**Clock wires, drivers and flops**

Bar = 20 um.
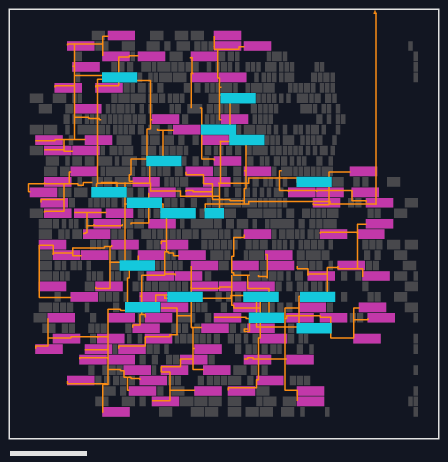
**Cells colored by class**

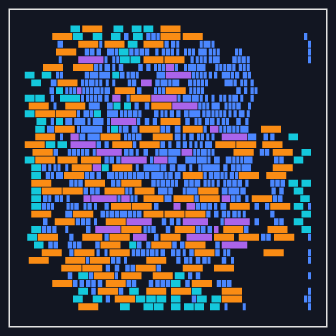
### src/rtl/imem_loader_pkg.sv
// Shared types and constants for the boot-time instruction memory loader.
// Optional checksum stage enabled by defining IMEM_LOADER_CHECKSUM_EN.
package imem_loader_pkg;

    localparam int unsigned BYTE_W        = 8;
    localparam int unsigned DATA_W        = 32;
    localparam int unsigned LEN_W         = 16;
    localparam int unsigned ADDR_W        = 31;
    localparam int unsigned BYTE_IDX_W    = 2;
    localparam int unsigned MEM_WORDS_DEF = 256;

    localparam logic [BYTE_W-1:0] MAGIC_DEF = 8'hA5;

    typedef enum logic [2:0] {
        ST_WAIT_MAGIC = 3'd0,
        ST_LEN_HI     = 3'd1,
        ST_LEN_LO     = 3'd2,
        ST_DATA       = 3'd3,
`ifdef IMEM_LOADER_CHECKSUM_EN
        ST_CSUM       = 3'd4,
`endif
        ST_RUN        = 3'd5,
        ST_ERROR      = 3'd6
    } state_e;

    // Registered instruction-RAM write payload
    typedef struct packed {
        logic               we;
        logic [ADDR_W-1:0]  addr;
        logic [DATA_W-1:0]  wdata;
    } imem_wr_t;

    // Word index to word-aligned byte address, matching the fetch port
    function automatic logic [ADDR_W-1:0] word_addr(input logic [LEN_W-1:0] widx);
        return ADDR_W'(widx) << 2;
    endfunction

endpackage

### src/rtl/imem_loader_if.sv
// Byte-stream input and instruction-RAM write port of the loader.
interface imem_loader_if;
    import imem_loader_pkg::*;

    logic               rx_valid;
    logic [BYTE_W-1:0]  rx_data;
    logic               mem_we;
    logic [ADDR_W-1:0]  mem_addr;
    logic [DATA_W-1:0]  mem_wdata;

    modport master (
        input  rx_valid,
        input  rx_data,
        output mem_we,
        output mem_addr,
        output mem_wdata
    );

    modport slave (
        output rx_valid,
        output rx_data,
        input  mem_we,
        input  mem_addr,
        input  mem_wdata
    );

endinterface

### src/rtl/imem_word_packer.sv
// Big-endian byte-to-word assembler; flags the byte that completes a word.
module imem_word_packer
    import imem_loader_pkg::*;
(
    input  logic               clk,
    input  logic               reset,
    input  logic               clear,
    input  logic               byte_valid,
    input  logic [BYTE_W-1:0]  byte_data,
    output logic               word_valid_c,
    output logic [DATA_W-1:0]  word_c
);

    localparam int unsigned SHIFT_W = DATA_W - BYTE_W;
    localparam logic [BYTE_IDX_W-1:0] LAST_IDX = BYTE_IDX_W'(DATA_W / BYTE_W - 1);

    logic [BYTE_IDX_W-1:0] idx_q;
    logic [SHIFT_W-1:0]    shift_q;

    // Earlier bytes shift toward the MSB so the first byte lands in [31:24]
    always_ff @(posedge clk) begin
        if (reset || clear) begin
            idx_q   <= '0;
            shift_q <= '0;
        end else if (byte_valid) begin
            idx_q   <= idx_q + BYTE_IDX_W'(1);
            shift_q <= {shift_q[SHIFT_W-BYTE_W-1:0], byte_data};
        end
    end

    assign word_valid_c = byte_valid && (idx_q == LAST_IDX);
    assign word_c       = {shift_q, byte_data};

endmodule

### src/rtl/imem_loader.sv
// Boot sequencer: parses the framed UART image, writes instruction RAM, holds the CPU.
// Define IMEM_LOADER_CHECKSUM_EN to require a trailing XOR checksum byte.
module imem_loader
    import imem_loader_pkg::*;
#(
    parameter int unsigned       MEM_WORDS = MEM_WORDS_DEF,
    parameter logic [BYTE_W-1:0] MAGIC     = MAGIC_DEF
)
(
    input  logic              clk,
    input  logic              reset,
    imem_loader_if.master     bus,
    input  logic              boot_req,
    output logic              cpu_hold,
    output logic              load_done,
    output logic              load_err
);

`ifdef IMEM_LOADER_CHECKSUM_EN
    localparam state_e ST_AFTER_DATA = ST_CSUM;
`else
    localparam state_e ST_AFTER_DATA = ST_RUN;
`endif

    state_e             state_q, state_d;
    logic [LEN_W-1:0]   len_q, len_d;
    logic [LEN_W-1:0]   widx_q, widx_d;
    imem_wr_t           wr_q, wr_d;
    logic [LEN_W-1:0]   len_rx_c;
    logic               pk_clear_c;
    logic               pk_valid_c;
    logic               word_valid_c;
    logic [DATA_W-1:0]  word_c;
`ifdef IMEM_LOADER_CHECKSUM_EN
    logic [BYTE_W-1:0]  csum_q, csum_d;
`endif

    imem_word_packer u_packer (
        .clk          (clk),
        .reset        (reset),
        .clear        (pk_clear_c),
        .byte_valid   (pk_valid_c),
        .byte_data    (bus.rx_data),
        .word_valid_c (word_valid_c),
        .word_c       (word_c)
    );

    assign len_rx_c = {len_q[LEN_W-1:BYTE_W], bus.rx_data};

    // Next-state and next-output logic
    always_comb begin
        state_d    = state_q;
        len_d      = len_q;
        widx_d     = widx_q;
        wr_d       = wr_q;
        wr_d.we    = 1'b0;
        pk_clear_c = 1'b0;
        pk_valid_c = 1'b0;
`ifdef IMEM_LOADER_CHECKSUM_EN
        csum_d     = csum_q;
`endif

        case (state_q)
            ST_WAIT_MAGIC: begin
                if (bus.rx_valid && (bus.rx_data == MAGIC)) begin
                    state_d = ST_LEN_HI;
                end
            end

            ST_LEN_HI: begin
                if (bus.rx_valid) begin
                    len_d   = {bus.rx_data, len_q[BYTE_W-1:0]};
                    state_d = ST_LEN_LO;
                end
            end

            ST_LEN_LO: begin
                if (bus.rx_valid) begin
                    len_d      = len_rx_c;
                    widx_d     = '0;
                    pk_clear_c = 1'b1;
`ifdef IMEM_LOADER_CHECKSUM_EN
                    csum_d     = '0;
`endif
                    if (32'(len_rx_c) > MEM_WORDS) begin
                        state_d = ST_ERROR;
                    end else if (len_rx_c == '0) begin
                        state_d = ST_AFTER_DATA;
                    end else begin
                        state_d = ST_DATA;
                    end
                end
            end

            ST_DATA: begin
                if (bus.rx_valid) begin
                    pk_valid_c = 1'b1;
`ifdef IMEM_LOADER_CHECKSUM_EN
                    csum_d     = csum_q ^ bus.rx_data;
`endif
                    if (word_valid_c) begin
                        wr_d.we    = 1'b1;
                        wr_d.addr  = word_addr(widx_q);
                        wr_d.wdata = word_c;
                        widx_d     = widx_q + LEN_W'(1);
                        if (widx_q == len_q - LEN_W'(1)) begin
                            state_d = ST_AFTER_DATA;
                        end
                    end
                end
            end

`ifdef IMEM_LOADER_CHECKSUM_EN
            ST_CSUM: begin
                if (bus.rx_valid) begin
                    state_d = (bus.rx_data == csum_q) ? ST_RUN : ST_ERROR;
                end
            end
`endif

            ST_RUN: begin
                if (boot_req) begin
                    state_d = ST_WAIT_MAGIC;
                end
            end

            ST_ERROR: begin
                if (bus.rx_valid && (bus.rx_data == MAGIC)) begin
                    state_d = ST_LEN_HI;
                end
            end

            default: begin
                state_d = ST_WAIT_MAGIC;
            end
        endcase
    end

    // State, counters and registered outputs
    always_ff @(posedge clk) begin
        if (reset) begin
            state_q   <= ST_WAIT_MAGIC;
            len_q     <= '0;
            widx_q    <= '0;
            wr_q      <= '0;
            cpu_hold  <= 1'b1;
            load_done <= 1'b0;
            load_err  <= 1'b0;
`ifdef IMEM_LOADER_CHECKSUM_EN
            csum_q    <= '0;
`endif
        end else begin
            state_q   <= state_d;
            len_q     <= len_d;
            widx_q    <= widx_d;
            wr_q      <= wr_d;
            cpu_hold  <= (state_d != ST_RUN);
            load_done <= (state_d == ST_RUN);
            load_err  <= (state_d == ST_ERROR);
`ifdef IMEM_LOADER_CHECKSUM_EN
            csum_q    <= csum_d;
`endif
        end
    end

    assign bus.mem_we    = wr_q.we;
    assign bus.mem_addr  = wr_q.addr;
    assign bus.mem_wdata = wr_q.wdata;

endmodule

### src/flat_wrapper.sv
// flat-port wrapper written by rule: the top's interface ports become plain ports
module imem_loader_flat import imem_loader_pkg::*;
#(
    parameter int unsigned       MEM_WORDS = MEM_WORDS_DEF,
    parameter logic [BYTE_W-1:0] MAGIC     = MAGIC_DEF
)
  (clk, reset, boot_req, cpu_hold, load_done, load_err, bus_rx_valid, bus_rx_data, bus_mem_we, bus_mem_addr, bus_mem_wdata);
  imem_loader_if bus_i ();
  input  logic clk;
  input  logic reset;
  input  logic boot_req;
  output logic cpu_hold;
  output logic load_done;
  output logic load_err;
  input wire logic [$bits(bus_i.rx_valid)-1:0] bus_rx_valid;
  input wire logic [$bits(bus_i.rx_data)-1:0] bus_rx_data;
  output wire logic [$bits(bus_i.mem_we)-1:0] bus_mem_we;
  output wire logic [$bits(bus_i.mem_addr)-1:0] bus_mem_addr;
  output wire logic [$bits(bus_i.mem_wdata)-1:0] bus_mem_wdata;
  assign bus_i.rx_valid = bus_rx_valid;
  assign bus_i.rx_data = bus_rx_data;
  assign bus_mem_we = bus_i.mem_we;
  assign bus_mem_addr = bus_i.mem_addr;
  assign bus_mem_wdata = bus_i.mem_wdata;
  imem_loader #(.MEM_WORDS(MEM_WORDS), .MAGIC(MAGIC)) u_core (.clk(clk), .reset(reset), .bus(bus_i), .boot_req(boot_req), .cpu_hold(cpu_hold), .load_done(load_done), .load_err(load_err));
endmodule
### config.mk
export PLATFORM = sky130hd
export DESIGN_NAME = imem_loader_flat
export DESIGN_NICKNAME = d
export VERILOG_FILES = /design/src/rtl/imem_loader_pkg.sv /design/src/rtl/imem_loader_if.sv /design/src/rtl/imem_word_packer.sv /design/src/rtl/imem_loader.sv /design/src/flat_wrapper.sv
export SDC_FILE = /design/constraint.sdc
export NUM_CORES = 1
export LEC_CHECK = 0
export ABC_AREA = 1
export CAP_MARGIN = 25
export CORE_MARGIN = 5
export CORE_UTILIZATION = 50
export DETAILED_ROUTE_END_ITERATION = 6
export PLACE_DENSITY = 0.79
export SLEW_MARGIN = 20
export SYNTH_ARGS = -nofsm -noshare
export SYNTH_HDL_FRONTEND = slang
export SYNTH_SLANG_ARGS = --single-unit
### constraint.sdc
create_clock -name clk -period 2.7 [get_ports clk]
set_input_delay 0.81 -clock clk [delete_from_list [all_inputs] [get_ports clk]]
set_output_delay 0.81 -clock clk [all_outputs]
set_load 0.01 [all_outputs]
==> job_summary.md <==
## Synthesis and layout report

| Metric | Value |
|---|---|
| VDD IR max | 0.4070 mV |
| Vias in the first global route | 4868 |
| Overflow after GRT | 0 |
| Cts repair resizes | 0 |
| Worst setup path endpoint | bus_mem_addr[3] |
| Synth top area cells | dfxtp_1 (44%), a21oi_1 (8.8%), nand2_1 (7.5%) |
| Worst-path fanout max | 2 |
| Die x size | 111.4 um |
| # IOs | 79 |
| DR iter-0 viols | 542 |
| Max-cap violations | 0 |
| Via count | 4899 |
| Aoi share | 18.75% |
| Post-DP HPWL | 9.727 mm |
| Ant. Diodes | 0 |
| Residual DRC | 1 |
| Top cell area share | 44.03% |
| Asr flop ratio synth | 0% |
| Power density over the cells | 598.3 nW/um^2 |
| CP Buf/Inv Count | 1 |
| Fin. Hold Viols | 0 |
| Tcrit/Tclk final | 82.35% |
| Most numerous cell in the Yosys netlist | dfxtp_1 |
| HP Class | reg -> reg |
| Distinct lib cells used | 42 |
| Post-CTS Hold Buffers | 0 |
| Post-synth top cells | dfxtp_1 (113), nand2_1 (103), a21oi_1 (90) |
| Static Leak | 2.605 nW |
| Final min period | 2.223 ns |
| Num Clock Sinks | 113 |
| H-tree Lvls | 4 |
| Reg-to-reg critical path endpoint | u_core.bus.mem_wdata[4] |
| Critical Path Stages | 1 |
| Run status | finished with violations |
| Clock-pin slew on the worst setup and hold paths | 0.06 ns |
| Total Nets Final | 765 |
| Post-synthesis cell area | 5137 um^2 |
| Yosys Chip Area | 5137 um^2 |
| RSZ-0062 raised after global routing | false |
| Syn Area/Cell | 7.446 um^2 |
| Setup violations, final | 0 |
| Largest net degree at the start of global routing | 51 |
| Reg2reg start | u_core.state_q[1] |
| Core area | 10180 um^2 |
| # Cells Yosys | 690 |
| 1st-pass router iterations | 7 |
| Worst EP arrival | 1.41 ns |
| Most numerous logic cells after layout | dfxtp_1 (113), nand2_1 (103), a21oi_1 (90), o21ai_0 (73), nor2_1 (65) |
| Postcts setup bufs | 0 |
| Max reg flops | 32 |
| XOR Share, Synth | 2.046% |
| Count of input and output buffers | 63 |
| Synth Warn # | 0 |
| Global-route wire length before repair | 23.20 mm |
| MUX area fraction | 0% |
| Simple-gate portion of the synthesized area | 23.92% |
| Placed inst area | 5821 um^2 |
| Worst R2R Setup Slack | 0.76 ns |
| GRT Resource Usage Total | 22.58% |
| Crit path capture type | output port |
| Clk latency late pin | 0.51 ns |
| Data required time of the worst path | 1.89 ns |
| Die ar. | 12400 um^2 |
| Max Clk Rate | 449.8 MHz |
| Die height | 111.4 um |
| Sequential share of the synthesized area | 44.03% |
| Antenna Nets Post-Route | 0 |
| Longest Clk Path Bufs | 2 |
| CP startpoint | u_core.bus.mem_addr[3] |
| Slowest CP cell | clkdlybuf4s50_1 |
| Area Overhead vs Synth | 23.92% |
| Vias per inst | 5.449 |
| Adder share | 0.7306% |
| Synth area leader | dfxtp_1 |
| CTS tree | built |
| Root Buffer | clkbuf_8 |
| Setup CP Type | reg -> out |
| Critical path cell sequence | clkdlybuf4s50_1 |
| Setup TNS | 0 ns |
| FP Core Util | 50.44% |
| CP top delay family | buffers and inverters |
| Top non-seq family | simple AND/OR/NAND/NOR gates |
| Fin. max-slew vios | 0 |
| GP Congestion | 0.9380 |
| Dominant register cell | dfxtp_1 |
| Critical path's largest stage delay | 0.55 ns |
| Synth Register Bits | 113 |
| Clock skew | 0.009664 ns |
| Final Util | 62.51% |
| Inserted Clock Buffers | 17 |
| Top cell excl fill/tap | dfxtp_1 |
| Initial antenna violation count | 0 |
| Number of synthesized flops with an enable pin | 0 |
| FF-to-FF path depth | 7 |
| Synth Instances | 690 |
| Drt total wl | 13.67 mm |
| Nature of the critical path startpoint | flop |
| Failing checks | DRC |
| WL/cell | 15.21 um |
| Share of cells above drive strength 1 | 10.48% |
| Total power | 0.003809 W |
| Tool warnings | 26 |
Notes on 'clock wires, drivers and flops' above:
Magenta stands for flip-flops, count 113. Orange stands for clock wires, length 1390 um. Cyan stands for clock-net drivers, count 17.
There are 18 routed clock nets. Position of the flops: spread over the die.
P_clk: 0.00204 W
Clock power frac: 53.6%

Notes on 'cells colored by class' above:
Orange stands for sequential cells, cells 113. Purple stands for clock drivers and dummy loads, cells 32. Cyan stands for remaining buffers and delay cells, cells 73. Blue stands for remaining logic cells, cells 545.
final instance area: 6366 um^2
FP Rows: 37

==> how the worst min path moves through the flow <==
stage	slack, ns	end	start	cells past startpoint
finish	0.46	u_core.u_packer.shift_q[21]	u_core.u_packer.shift_q[21]	2
global route	0.48	u_core.u_packer.shift_q[16]	u_core.u_packer.shift_q[16]	2
CTS	0.46	u_core.u_packer.shift_q[16]	u_core.u_packer.shift_q[16]	2
detailed placement	0.45	u_core.u_packer.shift_q[22]	u_core.u_packer.shift_q[22]	2
global placement	0.45	u_core.u_packer.shift_q[16]	u_core.u_packer.shift_q[16]	2
floorplan	0.43	u_core.u_packer.shift_q[16]	u_core.u_packer.shift_q[16]	2
==> stage by stage <==
stage / std cells / setup slack [ns] / hold WS [ns]
2_1_floorplan: 704 / 0.9662 / 0.4291
3_3_place_gp: 867 / 0.09664 / 0.4463
3_5_place_dp: 867 / 0.07211 / 0.4493
4_1_cts: 899 / 0.4583 / 0.4588
5_1_grt: 899 / 0.4226 / 0.4751
6_report: 899 / 0.4766 / 0.4571
==> where the power goes <==
part           switching, W  internal, W  total (W)  leakage [nW]
sequential      0.000000314      0.00167    0.00167         0.910
clock              0.000863      0.00118    0.00204         0.268
combinational     0.0000668    0.0000306  0.0000975          1.43
total              0.000930      0.00288    0.00381          2.60
==> metal layers <==
layer | track usage [%] | vias to the layer above | part of all wire [%]
li1 | - | 2379 | -
met1 | 28.45 | 2250 | 42
met2 | 37.80 | 228 | 48
met3 | 5.109 | 42 | 7.1
met4 | 8.597 | 0 | 2.8
met5 | 0 | - | 0
==> layout make-up <==
cell class,instances,area (um^2)
fillers,866,3819
multi-input cells,471,2391
flip-flops and latches,113,2262
repair buffers,73,718.2
clock buffers,18,427.9
inverters,74,279.0
well taps,136,170.2
clock inverters,14,117.6
Power and IR drop assume default switching activity.
